**src/rtl/alu_result_tx_ctrl_pkg.sv**
```systemverilog
// Shared definitions for the ALU result serializer: FSM encoding, default
// geometry and the derived byte-count / pointer-width constants.
package alu_result_tx_ctrl_pkg;

    localparam int DEF_DATA_WIDTH = 8;
    localparam int DEF_OUT_WIDTH  = 16;
    localparam int DEF_DEPTH      = 2;

    // Number of UART bytes needed to carry one ALU result.
    function automatic int bytes_of(input int out_width, input int data_width);
        return out_width / data_width;
    endfunction

    // Width of a counter/pointer addressing n items; never narrower than 1 bit.
    function automatic int idx_width(input int n);
        return (n > 1) ? $clog2(n) : 1;
    endfunction

    localparam int BYTES = bytes_of(DEF_OUT_WIDTH, DEF_DATA_WIDTH);
    localparam int PTR_W = idx_width(DEF_DEPTH);

    typedef enum logic [2:0] {
        ST_IDLE      = 3'd0,
        ST_ARM       = 3'd1,
        ST_SEND      = 3'd2,
        ST_WAIT_ACK  = 3'd3,
        ST_WAIT_DONE = 3'd4
    } tx_state_e;

endpackage

```
**src/rtl/alu_result_tx_ctrl_result_fifo.sv**
```systemverilog
// Small synchronous result FIFO. Storage is a register array with a
// fall-through read port so the head word is available in the pop cycle.
// A write into a full FIFO is accepted when a pop happens in the same cycle.
module alu_result_tx_ctrl_result_fifo
    import alu_result_tx_ctrl_pkg::*;
#(
    parameter int WIDTH = DEF_OUT_WIDTH,
    parameter int DEPTH = DEF_DEPTH
) (
    input  logic             clk,
    input  logic             rst,
    input  logic             wr_en,
    input  logic [WIDTH-1:0] wr_data,
    input  logic             rd_en,
    output logic [WIDTH-1:0] rd_data,
    output logic             full,
    output logic             empty
);

    localparam int PW    = idx_width(DEPTH);
    localparam int CNT_W = PW + 1;

    logic [WIDTH-1:0] mem_reg [DEPTH];
    logic [PW-1:0]    wr_ptr_reg;
    logic [PW-1:0]    rd_ptr_reg;
    logic [CNT_W-1:0] count_reg;
    logic             do_wr;
    logic             do_rd;

    // Accept/pop qualification: a pop frees the slot a full-FIFO write needs.
    always_comb begin
        do_rd = rd_en & ~empty;
        do_wr = wr_en & (~full | do_rd);
    end

    // Storage write; contents need no reset since the pointers define validity.
    always_ff @(posedge clk) begin
        if (do_wr) begin
            mem_reg[wr_ptr_reg] <= wr_data;
        end
    end

    // Pointer and occupancy bookkeeping; reset flushes the FIFO.
    always_ff @(posedge clk) begin
        if (rst) begin
            wr_ptr_reg <= '0;
            rd_ptr_reg <= '0;
            count_reg  <= '0;
        end else begin
            if (do_wr) begin
                wr_ptr_reg <= wr_ptr_reg + 1'b1;
            end
            if (do_rd) begin
                rd_ptr_reg <= rd_ptr_reg + 1'b1;
            end
            case ({do_wr, do_rd})
                2'b10:   count_reg <= count_reg + 1'b1;
                2'b01:   count_reg <= count_reg - 1'b1;
                default: count_reg <= count_reg;
            endcase
        end
    end

    // Status and head-of-queue data, all derived from registers.
    always_comb begin
        full    = (count_reg == CNT_W'(DEPTH));
        empty   = (count_reg == '0);
        rd_data = mem_reg[rd_ptr_reg];
    end

endmodule

```
**src/rtl/alu_result_tx_ctrl.sv**
```systemverilog
// Serializes buffered ALU results into UART bytes, LSB byte first, using a
// four-phase handshake on TX_BUSY for every byte. Results arriving while the
// FIFO is full (and not being popped) are dropped and latch OVERFLOW.
module alu_result_tx_ctrl
    import alu_result_tx_ctrl_pkg::*;
#(
    parameter int DATA_WIDTH = DEF_DATA_WIDTH,
    parameter int OUT_WIDTH  = DEF_OUT_WIDTH,
    parameter int DEPTH      = DEF_DEPTH
) (
    input  logic                  clk,
    input  logic                  rst,
    input  logic [OUT_WIDTH-1:0]  ALU_OUT,
    input  logic                  OUT_VALID,
    input  logic                  TX_BUSY,
    output logic [DATA_WIDTH-1:0] TX_P_DATA,
    output logic                  TX_D_VLD,
    output logic                  BUSY,
    output logic                  OVERFLOW
);

    localparam int N_BYTES = bytes_of(OUT_WIDTH, DATA_WIDTH);
    localparam int IDX_W   = idx_width(N_BYTES);

    tx_state_e             state_reg;
    tx_state_e             state_next;
    logic [IDX_W-1:0]      byte_idx_reg;
    logic [IDX_W-1:0]      byte_idx_next;
    logic [OUT_WIDTH-1:0]  hold_reg;
    logic [DATA_WIDTH-1:0] tx_p_data_reg;
    logic                  overflow_reg;
    logic                  last_byte;

    logic                  fifo_rd_en;
    logic [OUT_WIDTH-1:0]  fifo_rd_data;
    logic                  fifo_full;
    logic                  fifo_empty;

    logic [DATA_WIDTH-1:0] hold_bytes [N_BYTES];

    // Byte lanes of the held result, lane 0 being the least significant.
    for (genvar gi = 0; gi < N_BYTES; gi++) begin : g_lanes
        assign hold_bytes[gi] = hold_reg[gi*DATA_WIDTH +: DATA_WIDTH];
    end

    alu_result_tx_ctrl_result_fifo #(
        .WIDTH (OUT_WIDTH),
        .DEPTH (DEPTH)
    ) u_result_fifo (
        .clk     (clk),
        .rst     (rst),
        .wr_en   (OUT_VALID),
        .wr_data (ALU_OUT),
        .rd_en   (fifo_rd_en),
        .rd_data (fifo_rd_data),
        .full    (fifo_full),
        .empty   (fifo_empty)
    );

    // State register.
    always_ff @(posedge clk) begin
        if (rst) begin
            state_reg <= ST_IDLE;
        end else begin
            state_reg <= state_next;
        end
    end

    // Next-state, byte index and pop decisions.
    always_comb begin
        state_next    = state_reg;
        byte_idx_next = byte_idx_reg;
        fifo_rd_en    = 1'b0;
        last_byte     = (byte_idx_reg == IDX_W'(N_BYTES - 1));
        case (state_reg)
            ST_IDLE: begin
                if (!fifo_empty) begin
                    fifo_rd_en    = 1'b1;
                    byte_idx_next = '0;
                    state_next    = ST_ARM;
                end
            end
            ST_ARM: begin
                if (!TX_BUSY) begin
                    state_next = ST_SEND;
                end
            end
            ST_SEND: begin
                state_next = ST_WAIT_ACK;
            end
            ST_WAIT_ACK: begin
                if (TX_BUSY) begin
                    state_next = ST_WAIT_DONE;
                end
            end
            ST_WAIT_DONE: begin
                if (!TX_BUSY) begin
                    if (last_byte) begin
                        state_next = ST_IDLE;
                    end else begin
                        byte_idx_next = byte_idx_reg + 1'b1;
                        state_next    = ST_SEND;
                    end
                end
            end
            default: begin
                state_next = ST_IDLE;
            end
        endcase
    end

    // Moore outputs, decoded only from registered state.
    always_comb begin
        TX_D_VLD  = (state_reg == ST_SEND);
        BUSY      = (state_reg != ST_IDLE) | ~fifo_empty;
        TX_P_DATA = tx_p_data_reg;
        OVERFLOW  = overflow_reg;
    end

    // Datapath: hold register, byte index, output byte latch and sticky drop flag.
    always_ff @(posedge clk) begin
        if (rst) begin
            hold_reg      <= '0;
            byte_idx_reg  <= '0;
            tx_p_data_reg <= '0;
            overflow_reg  <= 1'b0;
        end else begin
            byte_idx_reg <= byte_idx_next;
            if (fifo_rd_en) begin
                hold_reg <= fifo_rd_data;
            end
            // Byte is latched on entry to SEND and then held until the next one.
            if (state_next == ST_SEND) begin
                tx_p_data_reg <= hold_bytes[byte_idx_next];
            end
            if (OUT_VALID && fifo_full && !fifo_rd_en) begin
                overflow_reg <= 1'b1;
            end
        end
    end

endmodule

```
**config.mk**
```make
export PLATFORM = sky130hd
export DESIGN_NAME = alu_result_tx_ctrl
export DESIGN_NICKNAME = d
export VERILOG_FILES = /design/src/rtl/alu_result_tx_ctrl_pkg.sv /design/src/rtl/alu_result_tx_ctrl_result_fifo.sv /design/src/rtl/alu_result_tx_ctrl.sv
export SDC_FILE = /design/constraint.sdc
export NUM_CORES = 1
export LEC_CHECK = 0
export ABC_AREA = 1
export CAP_MARGIN = 40
export CORE_UTILIZATION = 50
export CTS_CLUSTER_SIZE = 30
export DETAILED_ROUTE_END_ITERATION = 10
export DONT_BUFFER_PORTS = 1
export PLACE_DENSITY_LB_ADDON = 0.08
export SYNTH_ARGS = -nofsm -noshare
export SYNTH_HDL_FRONTEND = slang
export SYNTH_SLANG_ARGS = --single-unit
```
**constraint.sdc**
```tcl
create_clock -name clk -period 3.18 [get_ports clk]
set_clock_uncertainty 0.2 [all_clocks]
set_input_delay 0.318 -clock clk [delete_from_list [all_inputs] [get_ports clk]]
set_output_delay 0.318 -clock clk [all_outputs]
set_load 0.005 [all_outputs]
```
==> impl_metrics.py, run 1 <==
# Metrics from the implementation run
metrics = {
    "logic_synthesis": {
        "enable_flop_cells": 32,
        "yosysSeqAreaShare_pct": 63.13,
        "netlist.top_cell.by_area": "sky130_fd_sc_hd__edfxtp_1",
        "synthesis.instances": 265,
        "post_synth_most_frequent_cells": "72 x sky130_fd_sc_hd__nand2_1, 33 x sky130_fd_sc_hd__dfxtp_1, 32 x sky130_fd_sc_hd__edfxtp_1",
        "synth.top_cells.by_area": "sky130_fd_sc_hd__edfxtp_1 37%, sky130_fd_sc_hd__dfxtp_1 26%, sky130_fd_sc_hd__nand2_1 11%",
        "synth.net_count": 286,
        "ys_async_rst_share_pct": 0,
        "yosysCellCount": 265,
        "syn-cell-area_um2": 2569,
    },
    "pwr": {
        "clock_net_power_w": 0.000657,
        "seq_power_share_pct": 45.4,
        "power_switching_w": 0.0009656,
        "power.total_w": 0.002695,
        "power.combinational.fraction_pct": 30.2,
        "internal-power_w": 0.001730,
        "worst_vdd_rail_ir_drop_uv": 376.6,
    },
    "grt": {
        "globalRouteMet2Util_pct": 29.15,
        "gr-max-usage-layer": "met2",
        "vias_in_the_first_global_route": 1626,
        "grt.overflow.total": 0,
        "antenna_violations_before_repair": 0,
    },
    "critical_path": {
        "reg2reg_depth": 9,
        "required_ps": 3250,
        "path_class": "reg2reg",
        "levels_on_crit_path": 9,
        "arrival_ps": 2160,
        "critPathBufInv": 1,
        "r2r-end": "u_result_fifo.count_reg[1]",
        "r2r_setup_slack_ps": 1090,
        "critical_path.cell_chain": "nor2_2 > nand2_4 > nor2_8 > ha_1 > inv_1 > nand2_1 > nor2_1 > o21ai_0 > a21oi_1",
        "maximum_fanout_encountered_on_the_critical_timing_path": 37,
        "endpoint_kind": "flop",
        "timing.rr.start": "state_reg[1]",
        "critical-path-top-delay-family": "simple AND/OR/NAND/NOR gates",
        "worst_setup_path_startpoint": "state_reg[1]",
    },
    "clocking": {
        "clockBufferDepth": 2,
        "cts_buffers": 9,
        "cts_tree": "yes",
        "cts.reportedPaths.clkPinSlew_ps": 70,
        "cts_post_setup_buffers_inserted": 0,
        "clkLatencyLatePin_ps": 340,
        "cts_hold_buf": 20,
    },
    "timing": {
        "fmax_ghz": 0.4786,
        "setup-violations-final": 0,
        "report.final.slew_viol_count": 0,
        "timing.final.crit_period_ps": 2089,
        "rsz_0062_raised_after_global_routing": "no",
        "hold_slack_ps": 63.21,
        "hold_viol_final": 0,
        "finalClockPeriodUsage_pct": 65.70,
    },
    "placed_design": {
        "hpwlAfterDp_um": 2725,
        "gp_congestion": 0.7543,
        "io_buffer_count": 0,
    },
    "worst_hold_path": {
        "worstHoldPathType": "in2reg",
        "min_delay_worst_endpoint": "state_reg[1]",
        "hold_path.startpoint": "TX_BUSY",
    },
    "route": {
        "ant_nets": 0,
        "dr.pass1.iters": 4,
        "violation_count_after_the_first_detailed_routing_iteration": 81,
        "drc": 0,
        "highest-signal-layer": "met4",
    },
    "floorplan": {
        "fp_util_pct": 53.32,
        "fp.coreArea_um2": 4817,
        "die.size.y_um": 73.68,
        "chip_area_um2": 5428,
    },
    "flow_run": {
        "max_cap_viol_count": 0,
    },
    "status": {
        "status": "complete, no violations",
    },
    "layout": {
        "most-common-layout-cells": "72 x sky130_fd_sc_hd__nand2_1, 33 x sky130_fd_sc_hd__dfxtp_1, 32 x sky130_fd_sc_hd__edfxtp_1",
    },
}
[run 1: cell type report]
class                           instances  area [um2]  share of cell area (%)
Sequential cell                        65        1622                   54.00
Timing Repair Buffer                   22       215.2                   7.167
Clock inverter                          6       58.81                   1.958
Inverter                               21       78.83                   2.625
Tap cell                               67       83.83                   2.792
Clock buffer                           10       127.6                   4.250
Multi-Input combinational cell        170       817.0                   27.21
[run 1: logic make-up after synthesis]
logic type	synth area share (%)
AOI/OAI and AO/OA	9.401
adders and majority gates	0.4870
and+or+nand+nor	21.92
DFF	63.13
buffers and inverters	5.065
[run 1: stage by stage]
step | std cells | cell area (um2)
3_5_place_dp | 325 | 2616
5_1_grt | 361 | 3003
2_1_floorplan | 265 | 2569
6_report | 361 | 3003
3_3_place_gp | 325 | 2616
4_1_cts | 361 | 3003
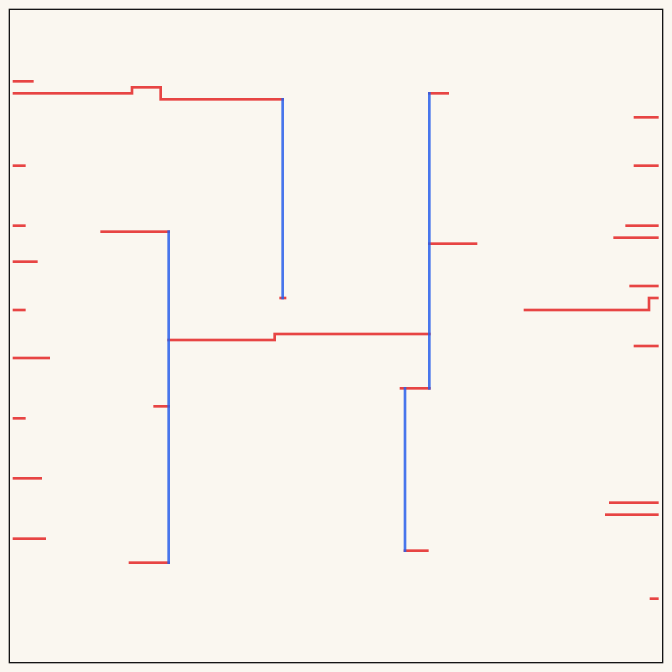
**Above:** run 1 (metal layers overlaid).
Two of the layers only.
Key: met3 = red [wire length 156 um]; met4 = blue [wire length 112 um]
GRT Overall Usage: 19.04%
detailed-route wire length per cell: 12.01 um
via count: 1769
total wirelength of the detailed-routed design: 4335 um

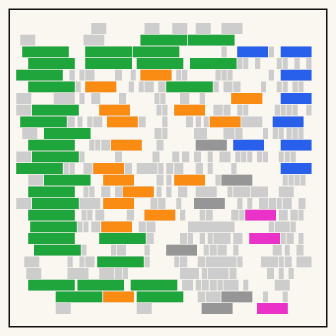
**Above:** run 1 (where the registers sit).
Key: `u_result_fifo.mem_reg` = green [placed flops 32]; `state_reg` = magenta [placed flops 3]; `hold_reg` = orange [placed flops 16]; `TX_P_DATA` = blue [placed flops 8]
final cell utilization of the core: 62.34%
power dissipated in sequential cells: 0.00122 W
sequential cell area: 1622 um2

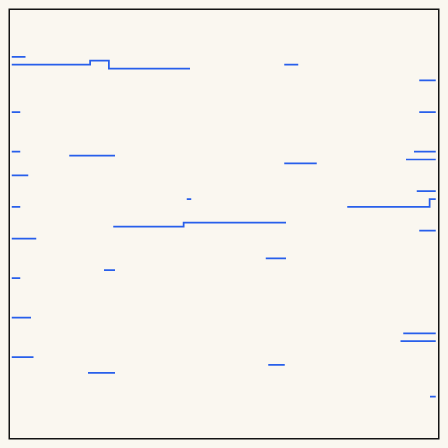
**Above:** run 1 (M3 wires).
The layer holds 3.6% of the routed length. 21 nets have wire on it. The layer carries 156 um of wire. The wires run mostly horizontal. The longest straight run is 17.5 um.
met3 Track Usage GR: 5.075%

--- run 2 (diff from run 1) ---
==> constraint.sdc (replaced) <==
create_clock -name clk -period 2.08 [get_ports clk]
set_clock_uncertainty 0.2 [all_clocks]
set_input_delay 0.208 -clock clk [delete_from_list [all_inputs] [get_ports clk]]
set_output_delay 0.208 -clock clk [all_outputs]
set_load 0.005 [all_outputs]
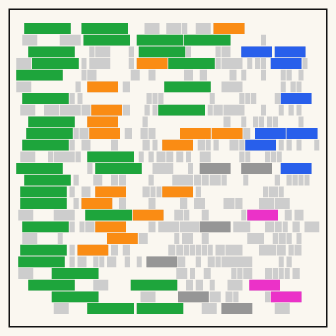
**Above:** run 2 (where the registers sit).
Key: `state_reg` = magenta [placed flops 3]; `u_result_fifo.mem_reg` = green [placed flops 32]; `hold_reg` = orange [placed flops 16]; `TX_P_DATA` = blue [placed flops 8]
Another 6 sequential cells are not colored.
sequential portion of the cell area: 53.66%
power dissipated in sequential cells: 0.00188 W
final cell utilization of the core: 62.73%

==> run 2 against run 1 <==
Net effect:
- sequential share of layout area down 0.34 points
- largest cell class unchanged
- cell count increased by 1.1%
- combinational power rose by 61%
- routed wire length rose by 10%
- clock power is 43% higher
- final area up 0.63%
- largest power group unchanged
- critical path type unchanged
- non-clock buffer count increased by 4
==> impl_metrics.py, run 2 <==
# Metrics from the implementation run
metrics = {
    "layout": {
        "most-common-layout-cells": "72 x sky130_fd_sc_hd__nand2_1, 33 x sky130_fd_sc_hd__dfxtp_1, 32 x sky130_fd_sc_hd__edfxtp_1",
    },
    "critical_path": {
        "critical-path-top-delay-family": "simple AND/OR/NAND/NOR gates",
        "critical_path.cell_chain": "nor2_2 > nand2_4 > nand3_1 > nand2_1 > ha_1 > inv_1 > nand2_1 > nor2_1 > o21ai_0 > a21oi_1",
        "r2r-end": "u_result_fifo.count_reg[1]",
        "timing.rr.start": "state_reg[1]",
        "required_ps": 2140,
        "levels_on_crit_path": 10,
        "worst_setup_path_startpoint": "state_reg[1]",
        "endpoint_kind": "flop",
        "maximum_fanout_encountered_on_the_critical_timing_path": 5,
        "reg2reg_depth": 10,
    },
    "grt": {
        "vias_in_the_first_global_route": 1716,
        "antenna_violations_before_repair": 0,
        "gr-max-usage-layer": "met2",
        "grt_util_met3_pct": 6.447,
        "globalRouteMet2Util_pct": 31.91,
        "grt_usage_pct": 19.82,
        "grt.overflow.total": 0,
    },
    "pwr": {
        "power.total_w": 0.004122,
        "power_switching_w": 0.001483,
        "worst_vdd_rail_ir_drop_uv": 669.3,
        "power.combinational.fraction_pct": 31.7,
        "clock_net_power_w": 0.000937,
        "seq_power_share_pct": 45.6,
        "internal-power_w": 0.002638,
    },
    "timing": {
        "fmax_ghz": 0.5437,
        "finalClockPeriodUsage_pct": 88.43,
        "report.final.slew_viol_count": 0,
        "hold_slack_ps": 14.53,
        "hold_viol_final": 0,
    },
    "logic_synthesis": {
        "enable_flop_cells": 32,
        "synth.net_count": 286,
        "yosysSeqAreaShare_pct": 63.13,
        "netlist.top_cell.by_area": "sky130_fd_sc_hd__edfxtp_1",
        "syn-cell-area_um2": 2569,
        "ys_async_rst_share_pct": 0,
        "synth.top_cells.by_area": "sky130_fd_sc_hd__edfxtp_1 37%, sky130_fd_sc_hd__dfxtp_1 26%, sky130_fd_sc_hd__nand2_1 11%",
        "yosysCellCount": 265,
        "post_synth_most_frequent_cells": "72 x sky130_fd_sc_hd__nand2_1, 33 x sky130_fd_sc_hd__dfxtp_1, 32 x sky130_fd_sc_hd__edfxtp_1",
        "synthesis.instances": 265,
    },
    "clocking": {
        "clockBufferDepth": 2,
        "cts_tree": "yes",
    },
    "placed_design": {
        "placement.cell_area_um2": 2646,
        "placed_cell_count": 329,
        "hpwlAfterDp_um": 2921,
    },
    "route": {
        "totalWireLength_um": 4771,
        "drc": 0,
        "violation_count_after_the_first_detailed_routing_iteration": 112,
        "via_count": 1818,
        "dr.pass1.iters": 4,
        "highest-signal-layer": "met4",
    },
    "floorplan": {
        "fp.coreArea_um2": 4817,
    },
    "status": {
        "status": "complete, no violations",
    },
    "worst_hold_path": {
        "hold_path.startpoint": "TX_BUSY",
        "min_delay_worst_endpoint": "state_reg[1]",
    },
}
## run 2: cells by family after synthesis
| logic type | synth area share (%) |
|---|---|
| compound gates | 9.401 |
| fa+ha+maj | 0.4870 |
| flops | 63.13 |
| buf+inv | 5.065 |
| simple gates | 21.92 |
## run 2: repair_timing
item | in CTS | in global routing
hold buffers | 20 | 0
endpoints found under the hold margin | 38 | 0
buffers inserted | 0 | 0
## run 2: cell type report
cell class              count  area [um2]  share of cell area [%]
clock inverters             2       12.51                  0.4141
inverters                  21       78.83                   2.609
multi-input cells         170       817.0                   27.04
flip-flops and latches     65        1622                   53.66
well taps                  67       83.83                   2.774
repair buffers             26       245.2                   8.116
clock buffers              14       162.7                   5.383
--- run 3 (diff from run 2) ---
--- a/config.mk
+++ b/config.mk
@@ -7,11 +7,11 @@
 export LEC_CHECK = 0
 export ABC_AREA = 1
 export CAP_MARGIN = 40
-export CORE_UTILIZATION = 50
+export CORE_UTILIZATION = 25
 export CTS_CLUSTER_SIZE = 30
 export DETAILED_ROUTE_END_ITERATION = 10
 export DONT_BUFFER_PORTS = 1
-export PLACE_DENSITY_LB_ADDON = 0.08
+export PLACE_DENSITY = 0.36
 export SYNTH_ARGS = -nofsm -noshare
 export SYNTH_HDL_FRONTEND = slang
 export SYNTH_SLANG_ARGS = --single-unit
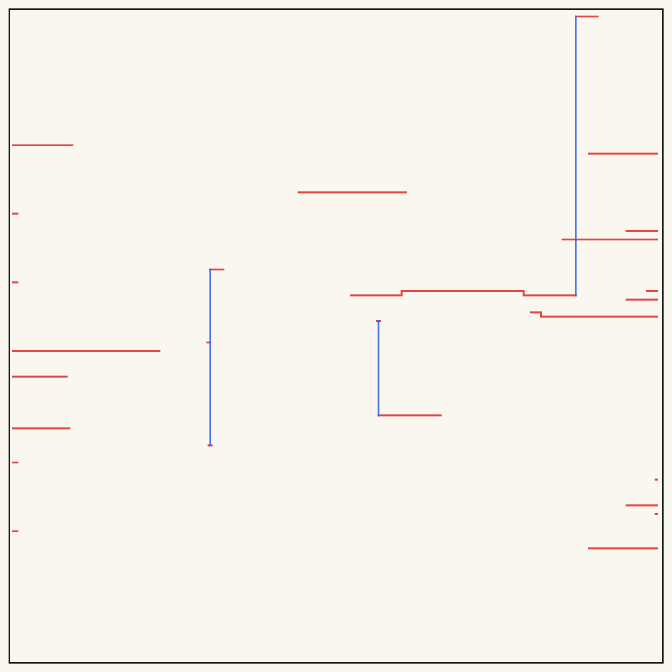
**Above:** run 3 (metal layers overlaid).
Two of the layers only.
Key: met3 = red [wire length 197 um]; met4 = blue [wire length 87.0 um]
total wirelength of the detailed-routed design: 5446 um
via count: 1827
detailed-route wire length per cell: 12.64 um

==> run 3 against run 2 <==
Net effect:
- power increased by 6.6%
- first-iteration DRC count down 67%
- sequential share of layout area is 2.3 points lower
- routed wire length rose by 14%
- hold slack better by 1.4 ps
- clock power up 25%
- synthesized cell count unchanged
- combinational power increased by 3%
- die area grew 97%
- critical path type unchanged
- critical endpoint unchanged
==> impl_metrics.py, run 3 <==
# Metrics from the implementation run
metrics = {
    "logic_synthesis": {
        "ys_async_rst_share_pct": 0,
        "synthesis.instances": 265,
        "yosysCellCount": 265,
        "post_synth_most_frequent_cells": "72 x sky130_fd_sc_hd__nand2_1, 33 x sky130_fd_sc_hd__dfxtp_1, 32 x sky130_fd_sc_hd__edfxtp_1",
        "synth-compound-area-share_pct": 9.401,
        "yosys.area_share.xor_xnor_pct": 0,
        "yosysSeqAreaShare_pct": 63.13,
        "enable_flop_cells": 32,
        "ys_sh_adder_pct": 0.4871,
        "syn-cell-area_um2": 2569,
        "synth.net_count": 286,
        "post_synth_main_logic_family": "simple AND/OR/NAND/NOR gates",
    },
    "layout": {
        "stdcell_area_um2": 3159,
        "fin_util_pct": 32.03,
        "most-common-layout-cells": "72 x sky130_fd_sc_hd__nand2_1, 33 x sky130_fd_sc_hd__dfxtp_1, 32 x sky130_fd_sc_hd__edfxtp_1",
    },
    "critical_path": {
        "critPathBufInv": 1,
        "timing.rr.start": "state_reg[1]",
        "levels_on_crit_path": 10,
        "r2r-end": "u_result_fifo.count_reg[1]",
        "endpoint_kind": "flop",
        "path_class": "reg2reg",
    },
    "clocking": {
        "cts.reportedPaths.clkPinSlew_ps": 70,
        "cts_hold_buf": 20,
        "clockBufferDepth": 2,
        "cts_post_setup_buffers_inserted": 0,
        "clkLatencyLatePin_ps": 340,
    },
    "grt": {
        "grt_usage_pct": 11.34,
        "vias_in_the_first_global_route": 1783,
    },
    "floorplan": {
        "fp_util_pct": 26.04,
        "die.size.y_um": 103.4,
        "fp.coreArea_um2": 9864,
    },
    "route": {
        "violation_count_after_the_first_detailed_routing_iteration": 37,
        "dr.pass1.iters": 4,
        "ant_nets": 0,
    },
    "placed_design": {
        "hpwlAfterDp_um": 3573,
        "io_buffer_count": 0,
    },
    "timing": {
        "rsz_0062_raised_after_global_routing": "no",
        "report.final.slew_viol_count": 0,
        "hold_viol_final": 0,
    },
    "pwr": {
        "power.combinational.fraction_pct": 30.6,
        "power_switching_w": 0.001575,
        "worst_vdd_rail_ir_drop_uv": 291.3,
        "clock_net_power_w": 0.00117,
    },
    "flow_run": {
        "max_cap_viol_count": 0,
    },
    "status": {
        "status": "complete, no violations",
    },
}
run 3: final cells by class:
cell class / instances / area [um2]
clock buffers: 9 / 123.9
clock inverters: 7 / 93.84
fillers: 1031 / 6705
repair buffers: 26 / 257.7
inverters: 21 / 78.83
well taps: 133 / 166.4
flip-flops and latches: 65 / 1622
multi-input cells: 170 / 817.0
run 3: worst min-delay path by stage:
stage | slack (ps) | start | to | cells past startpoint
after floorplan | 80 | rst | OVERFLOW | 1
after global placement | 80 | rst | OVERFLOW | 1
after detailed placement | 80 | rst | OVERFLOW | 1
after CTS | 9 | TX_BUSY | state_reg[1] | 4
after global routing | 60 | TX_BUSY | state_reg[1] | 4
final | 20 | TX_BUSY | state_reg[1] | 4
Power figures rest on the tool's default switching activity, not on a simulated workload.
